Fig. 1: nets reached from selected ports
Scale: 1.5 px per um.
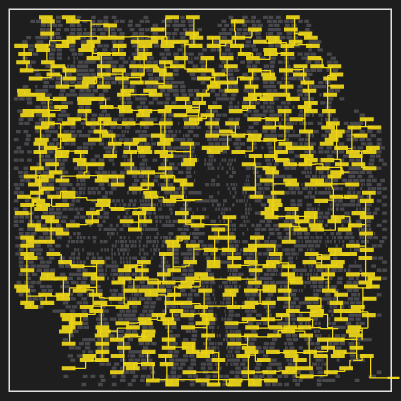
Fig. 2: congestion heat map
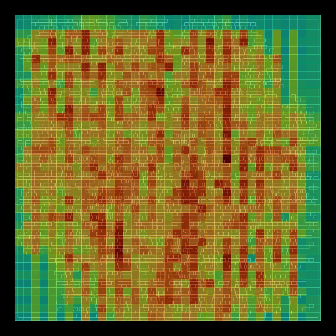
[src/rtl/ofm_writer_pkg.sv]
// Shared types and sizing helpers for the OFM RAM writer.
// The localparams give the default geometry; the functions size a given instance.
package ofm_writer_pkg;

    typedef enum logic [1:0] {
        ST_RUN   = 2'd0,
        ST_FLUSH = 2'd1,
        ST_DONE  = 2'd2
    } wr_state_e;

    localparam int WOUT_DEF   = 64;
    localparam int DSP_NO_DEF = 16;
    localparam int PIX_TOTAL  = WOUT_DEF * WOUT_DEF;
    localparam int ADDR_W_DEF = $clog2(DSP_NO_DEF * PIX_TOTAL);

    // Width helper that never returns zero, so that degenerate geometries still yield legal vectors.
    function automatic int clog2_min1(input int value);
        return (value <= 2) ? 1 : $clog2(value);
    endfunction

    function automatic int pix_total(input int wout);
        return wout * wout;
    endfunction

    function automatic int addr_width(input int dsp_no, input int wout);
        return clog2_min1(dsp_no * wout * wout);
    endfunction

endpackage

[src/rtl/ofm_slot_fifo.sv]
// Two-entry FIFO of full ofm vectors, each tagged with its pixel index.
// It also exposes the head as it will be after the next edge, so the writer can preload its output registers.
module ofm_slot_fifo
    import ofm_writer_pkg::*;
#(
    parameter int DSP_NO = DSP_NO_DEF,
    parameter int WIDTH  = 16,
    parameter int TAG_W  = 12
) (
    input  logic             clk_i,
    input  logic             rst_ni,
    input  logic             push_i,
    input  logic             pop_i,
    input  logic [WIDTH-1:0] data_i [DSP_NO],
    input  logic [TAG_W-1:0] tag_i,
    output logic             full_o,
    output logic             empty_o,
    output logic [TAG_W-1:0] head_tag_o,
    output logic             nxt_valid_o,
    output logic [WIDTH-1:0] nxt_data_o [DSP_NO],
    output logic [TAG_W-1:0] nxt_tag_o,
    output logic             nxt_busy_o
);

    logic [WIDTH-1:0] slot_q [2][DSP_NO];
    logic [TAG_W-1:0] tag_q  [2];
    logic [1:0]       valid_q, valid_d;
    logic             wr_ptr_q, wr_ptr_d;
    logic             rd_ptr_q, rd_ptr_d;
    logic             bypass;

    // Pop is cleared before push is applied, so a push into the slot being freed leaves it valid.
    always_comb begin
        valid_d  = valid_q;
        wr_ptr_d = wr_ptr_q ^ push_i;
        rd_ptr_d = rd_ptr_q ^ pop_i;
        if (pop_i) begin
            valid_d[rd_ptr_q] = 1'b0;
        end
        if (push_i) begin
            valid_d[wr_ptr_q] = 1'b1;
        end
        bypass      = push_i && (wr_ptr_q == rd_ptr_d);
        nxt_valid_o = valid_d[rd_ptr_d];
        nxt_busy_o  = |valid_d;
        nxt_tag_o   = bypass ? tag_i : tag_q[rd_ptr_d];
        for (int c = 0; c < DSP_NO; c++) begin
            nxt_data_o[c] = bypass ? data_i[c] : slot_q[rd_ptr_d][c];
        end
    end

    assign full_o     = &valid_q;
    assign empty_o    = ~|valid_q;
    assign head_tag_o = tag_q[rd_ptr_q];

    always_ff @(posedge clk_i or negedge rst_ni) begin
        if (!rst_ni) begin
            valid_q  <= '0;
            wr_ptr_q <= 1'b0;
            rd_ptr_q <= 1'b0;
            for (int s = 0; s < 2; s++) begin
                tag_q[s] <= '0;
                for (int c = 0; c < DSP_NO; c++) begin
                    slot_q[s][c] <= '0;
                end
            end
        end else begin
            valid_q  <= valid_d;
            wr_ptr_q <= wr_ptr_d;
            rd_ptr_q <= rd_ptr_d;
            if (push_i) begin
                tag_q[wr_ptr_q] <= tag_i;
                for (int c = 0; c < DSP_NO; c++) begin
                    slot_q[wr_ptr_q][c] <= data_i[c];
                end
            end
        end
    end

endmodule

[src/rtl/ofm_ram_writer.sv]
// Captures per-pixel ofm vectors from a conv layer and writes them channel-major into the feature-map RAM.
// The RAM port registers always hold the word being written in the current cycle, which is loaded from the FIFO's next-head view.
module ofm_ram_writer
    import ofm_writer_pkg::*;
#(
    parameter int WOUT   = WOUT_DEF,
    parameter int DSP_NO = DSP_NO_DEF,
    parameter int WIDTH  = 16,
    parameter int ADDR_W = addr_width(DSP_NO, WOUT)
) (
    input  logic              clk_i,
    input  logic              rst_ni,
    input  logic              layer_sample_i,
    input  logic [WIDTH-1:0]  ofm_in_i [DSP_NO],
    output logic              ram_we_o,
    output logic [ADDR_W-1:0] ram_addr_o,
    output logic [WIDTH-1:0]  ram_wdata_o,
    output logic              ram_feedback_o,
    output logic              busy_o,
    output logic              overflow_o
);

    localparam int PIX_N = pix_total(WOUT);
    localparam int CH_W  = clog2_min1(DSP_NO);
    localparam int TAG_W = clog2_min1(PIX_N);
    localparam int ACC_W = $clog2(PIX_N + 1);

    wr_state_e         state_q, state_d;
    logic [CH_W-1:0]   ch_q, ch_d;
    logic [ACC_W-1:0]  acc_q, acc_d;
    logic              ram_we_q, ram_we_d;
    logic [ADDR_W-1:0] ram_addr_q, ram_addr_d;
    logic [WIDTH-1:0]  ram_wdata_q, ram_wdata_d;
    logic              feedback_q, feedback_d;
    logic              busy_q;
    logic              overflow_q, overflow_d;

    logic              fifo_full, fifo_empty, head_valid;
    logic              pop, accept, drop, last_pix_done;
    logic [TAG_W-1:0]  head_tag, nxt_tag;
    logic              nxt_valid, nxt_busy;
    logic [WIDTH-1:0]  nxt_data [DSP_NO];

    ofm_slot_fifo #(
        .DSP_NO (DSP_NO),
        .WIDTH  (WIDTH),
        .TAG_W  (TAG_W)
    ) u_fifo (
        .clk_i       (clk_i),
        .rst_ni      (rst_ni),
        .push_i      (accept),
        .pop_i       (pop),
        .data_i      (ofm_in_i),
        .tag_i       (TAG_W'(acc_q)),
        .full_o      (fifo_full),
        .empty_o     (fifo_empty),
        .head_tag_o  (head_tag),
        .nxt_valid_o (nxt_valid),
        .nxt_data_o  (nxt_data),
        .nxt_tag_o   (nxt_tag),
        .nxt_busy_o  (nxt_busy)
    );

    // The last word of the head slot is on the RAM port this cycle, so its slot can be reused at this edge.
    always_comb begin
        head_valid    = ~fifo_empty;
        pop           = head_valid && (ch_q == CH_W'(DSP_NO - 1));
        accept        = layer_sample_i && (state_q == ST_RUN) && (acc_q < ACC_W'(PIX_N))
                        && (!fifo_full || pop);
        drop          = layer_sample_i && (state_q == ST_RUN) && fifo_full && !pop;
        last_pix_done = pop && (head_tag == TAG_W'(PIX_N - 1));
    end

    always_comb begin
        state_d    = state_q;
        feedback_d = 1'b0;
        unique case (state_q)
            ST_RUN: begin
                if (accept && (acc_q == ACC_W'(PIX_N - 1))) begin
                    state_d = ST_FLUSH;
                end
            end
            ST_FLUSH: begin
                if (last_pix_done) begin
                    state_d    = ST_DONE;
                    feedback_d = 1'b1;
                end
            end
            ST_DONE: begin
                state_d = ST_DONE;
            end
            default: begin
                state_d = ST_RUN;
            end
        endcase
    end

    always_comb begin
        acc_d       = acc_q + ACC_W'(accept);
        overflow_d  = overflow_q | drop;
        ch_d        = (head_valid && !pop) ? ch_q + CH_W'(1) : '0;
        ram_we_d    = nxt_valid;
        ram_addr_d  = '0;
        ram_wdata_d = '0;
        if (nxt_valid) begin
            ram_addr_d  = ADDR_W'(ch_d) * ADDR_W'(PIX_N) + ADDR_W'(nxt_tag);
            ram_wdata_d = nxt_data[ch_d];
        end
    end

    always_ff @(posedge clk_i or negedge rst_ni) begin
        if (!rst_ni) begin
            state_q     <= ST_RUN;
            ch_q        <= '0;
            acc_q       <= '0;
            ram_we_q    <= 1'b0;
            ram_addr_q  <= '0;
            ram_wdata_q <= '0;
            feedback_q  <= 1'b0;
            busy_q      <= 1'b0;
            overflow_q  <= 1'b0;
        end else begin
            state_q     <= state_d;
            ch_q        <= ch_d;
            acc_q       <= acc_d;
            ram_we_q    <= ram_we_d;
            ram_addr_q  <= ram_addr_d;
            ram_wdata_q <= ram_wdata_d;
            feedback_q  <= feedback_d;
            busy_q      <= nxt_busy;
            overflow_q  <= overflow_d;
        end
    end

    assign ram_we_o       = ram_we_q;
    assign ram_addr_o     = ram_addr_q;
    assign ram_wdata_o    = ram_wdata_q;
    assign ram_feedback_o = feedback_q;
    assign busy_o         = busy_q;
    assign overflow_o     = overflow_q;

endmodule

[config.mk]
export PLATFORM = sky130hd
export DESIGN_NAME = ofm_ram_writer
export DESIGN_NICKNAME = d
export VERILOG_FILES = /design/src/rtl/ofm_writer_pkg.sv /design/src/rtl/ofm_slot_fifo.sv /design/src/rtl/ofm_ram_writer.sv
export SDC_FILE = /design/constraint.sdc
export NUM_CORES = 1
export LEC_CHECK = 0
export CAP_MARGIN = 20
export CORE_MARGIN = 2
export CORE_UTILIZATION = 50
export DETAILED_ROUTE_END_ITERATION = 8
export GPL_TIMING_DRIVEN = 0
export PLACE_DENSITY = 0.71
export SETUP_SLACK_MARGIN = 0.1
export SKIP_CTS_REPAIR_TIMING = 1
export SYNTH_ARGS = -nofsm -noshare
export SYNTH_HDL_FRONTEND = slang
export SYNTH_HIERARCHICAL = 1
export SYNTH_SLANG_ARGS = --single-unit
[constraint.sdc]
create_clock -name clk_i -period 9.8 [get_ports clk_i]
set_input_delay 1.96 -clock clk_i [delete_from_list [all_inputs] [get_ports clk_i]]
set_output_delay 1.96 -clock clk_i [all_outputs]
set_load 0.005 [all_outputs]
==> ci_impl_report.md <==
## Implementation flow summary

| Metric | Value |
|---|---|
| CP Capture Point | `ram_wdata_o[12]` |
| Ys flops | `595` |
| CTS tree | `yes` |
| Sink Count | `595` |
| RSZ-0062 raised after global routing | `false` |
| Clock Tree Buf Depth | `3` |
| Fp util | `0.505` |
| Routability cong. | `0.899` |
| H-tree levels | `3` |
| Synthesized area | `31200 um2` |
| Final-stage net count | `2988` |
| Total gr overflow | `0` |
| Worst Tran Pin Value | `1.17 ns` |
| Final wirelength | `91000 um` |
| Cell area leaders | `dfrtp_1 (48%), mux2_2 (33%), mux2_1 (4.7%)` |
| Largest net degree at the start of global routing | `126` |
| Max-cap violations | `0` |
| Hold Path Cell Cnt | `1` |
| CTS buffer count | `67` |
| Setup TNS | `0 ns` |
| # Cells Yosys | `2352` |
| Worst r2r dst | `ram_wdata_o[12]` |
| DRT Pass-1 Iters | `7` |
| Synth Warn # | `6` |
| Worst hold path startpoint | `acc_q[12]` |
| Vias in the first global route | `22200` |
| Type of the worst setup path | `in2reg` |
| Crit path time final | `5.30 ns` |
| Status | `complete, no violations` |
| Worst Path Arrival | `5.77 ns` |
| Initial antenna violation count | `11` |
| Worst min path class | `reg2reg` |
| Post-route cell area | `37500 um2` |
| Worst Setup SP | `layer_sample_i` |
| Via-to-Cell Ratio | `5.82` |
| Worst-Skew Late Latency | `0.60 ns` |
| Root buf cell | `clkbuf_16` |
| Hold Fails Final Rpt | `0` |
| Ys flop type | `dfrtp_1` |
| Slew Limit Fails | `0` |
| Asr flop ratio synth | `1.00` |
| CP Max Fanout | `10` |
| Tool warnings | `38` |
| Most frequent logic cell in the layout | `mux2_2` |
| Peak supply drop | `0.170 mV` |
| Worst setup SP type | `primary input` |
| First-pass GRT wire length | `137000 um` |
| Num rows | `91` |
| CTS clk-pin slew, worst paths | `0.06 ns` |
| Layout cells sized above 1 | `0.421` |
| Required @ worst endpoint | `10.27 ns` |
| Area leader share | `0.477` |
| Post-route antenna net violation count | `0` |
| Setup violators final | `0` |
| Die height | `254 um` |
| Pwr per Cell Area | `383 nW/um2` |
| Area leader, netlist | `dfrtp_1` |
| Mean Syn Cell Area | `13.3 um2` |
| Yosys cell types | `57` |
| Fmax | `189 MHz` |
| Pleak | `15.5 nW` |
| Die area | `64400 um2` |
| Core Box Area | `61700 um2` |
| Initial DRC count | `1541` |
| Area grow syn2layout | `20.2%` |
| Syn nets | `2619` |
| Via Count | `21000` |
| Post-synthesis sequential area ratio | `0.477` |
| Post-Place Cells | `3489` |
| Rel. slew slack | `0.217` |
| R2R depth | `13` |
| Post-synth EDFFs | `0` |
| R2r startpoint | `u_fifo/valid_q[0]` |
| Reg2Reg Setup Slack | `4.78 ns` |
| CP endpoint kind | `register` |
| Dpl cell area | `35300 um2` |
| Non-filler cells, final | `3610` |
| Chip Area, Yosys | `31200 um2` |
| Clk_skew | `0.0201 ns` |
| DRC | `0` |
| Die X-Extent | `254 um` |
| Dominant logic cell types in the final layout | `mux2_2 (924), dfrtp_1 (595), clkdlybuf4s50_1 (293), mux2_1 (130), clkbuf_1 (108)` |
| WHS | `0.480 ns` |
| Min-Delay Endpoint | `acc_q[12]` |
| Mapped Cells | `2352` |
| Hpwl dp | `68200 um` |
Back to the opening pictures, Fig. 1:
color	port	bits	direction	end cells	buffers	wire
yellow	rst_ni	1	input	595	6	4580 um
Port Buffers: 294
Top Ports: 295

Back to the opening pictures, Fig. 2:
met1 Usage GRT: 0.374
Final Core Density: 0.607
wire per inst: 25.2 um
All-Layer GR Usage: 0.283

## logic make-up (layout without fill, tap and decap cells)
| group | after synthesis | in the layout | share of synthesized area |
|---|---|---|---|
| buffers and inverters | 210 | 625 | 0.0315 |
| other | 0 | 6 | 0 |
| xor gates and xnor gates | 13 | 13 | 0.00449 |
| DFF | 595 | 595 | 0.477 |
| and+or+nand+nor | 167 | 167 | 0.0294 |
| adders and majority gates | 8 | 8 | 0.00321 |
| AOI/OAI and AO/OA | 254 | 254 | 0.0508 |
| muxes | 1105 | 1105 | 0.403 |
## metal layers
layer / wire (um) / global-route usage
met5: 76 / 0
met2: 44700 / 0.475
met4: 2730 / 0.0933
met3: 5190 / 0.0483
met1: 38300 / 0.374
## metrics by stage
stage	total power [W]	worst slack, ns
2_1_floorplan	0.00931	5.54
3_3_place_gp	0.0115	-18.91
3_5_place_dp	0.0118	4.04
4_1_cts	0.0143	4.61
5_1_grt	0.0150	4.38
6_report	0.0143	4.50
## state kept, by name, summed over array words and instances (netlist names)
signal and count:
busy_o 1, u_fifo/slot_q 512, u_fifo/rd_ptr_q 1, ram_feedback_o 1, ram_we_o 1, u_fifo/tag_q 24
u_fifo/wr_ptr_q 1, ram_wdata_o 16, overflow_o 1, state_q 2, u_fifo/valid_q 2, acc_q 13
ch_q 4, ram_addr_o 16
## layout make-up
class,instances,area [um2]
antenna,6,15.0
tap,837,1050
clock buffer,100,1970
buffer,181,865
timing repair buffer,300,3090
clock inverter,15,166
multi-input combinational,1547,15300
sequential,595,14900
inverter,29,116
fill,4922,24200
## worst max-delay path, cell delays in order
cell             delay, ns
clkdlybuf4s50_1       0.46
and3_1                0.27
nor2b_1               0.19
mux2i_2               0.56
buf_2                 0.43
buf_4                 0.26
mux2_2                0.20
nand2b_1              0.07
or2_2                 0.27
a221oi_1              0.46
o21ai_0               0.25
a32oi_1               0.37
## power breakdown
part / total, W / switching [W] / internal, W
Sequential: 0.00427 / 0.000605 / 0.00366
Clock: 0.00247 / 0.00100 / 0.00147
Combinational: 0.00760 / 0.00380 / 0.00380
Total: 0.0143 / 0.00541 / 0.00893
## cell usage after synthesis, types with 2 or more instances
cell type and number:
o21ai_1 2, ha_1 8, or2_2 15, buf_2 57
a221oi_1 15, mux2_1 130, buf_6 5, nand3_1 21
inv_1 27, nor2_1 2, xor2_1 2, a22oi_1 2
nor2b_1 17, buf_4 17, and3_1 8, mux2i_1 35
o211ai_1 15, or2_1 2, nand2_1 52, nand2b_1 18
xnor2_1 9, o21ai_0 80, mux2_2 924, buf_1 10
a31o_2 16, mux4_2 14, clkbuf_1 90, dfrtp_1 595
and2_1 18, a21oi_1 84, a32oi_1 31, nand4_1 6
Power figures rest on the tool's default switching activity, not on a simulated workload.
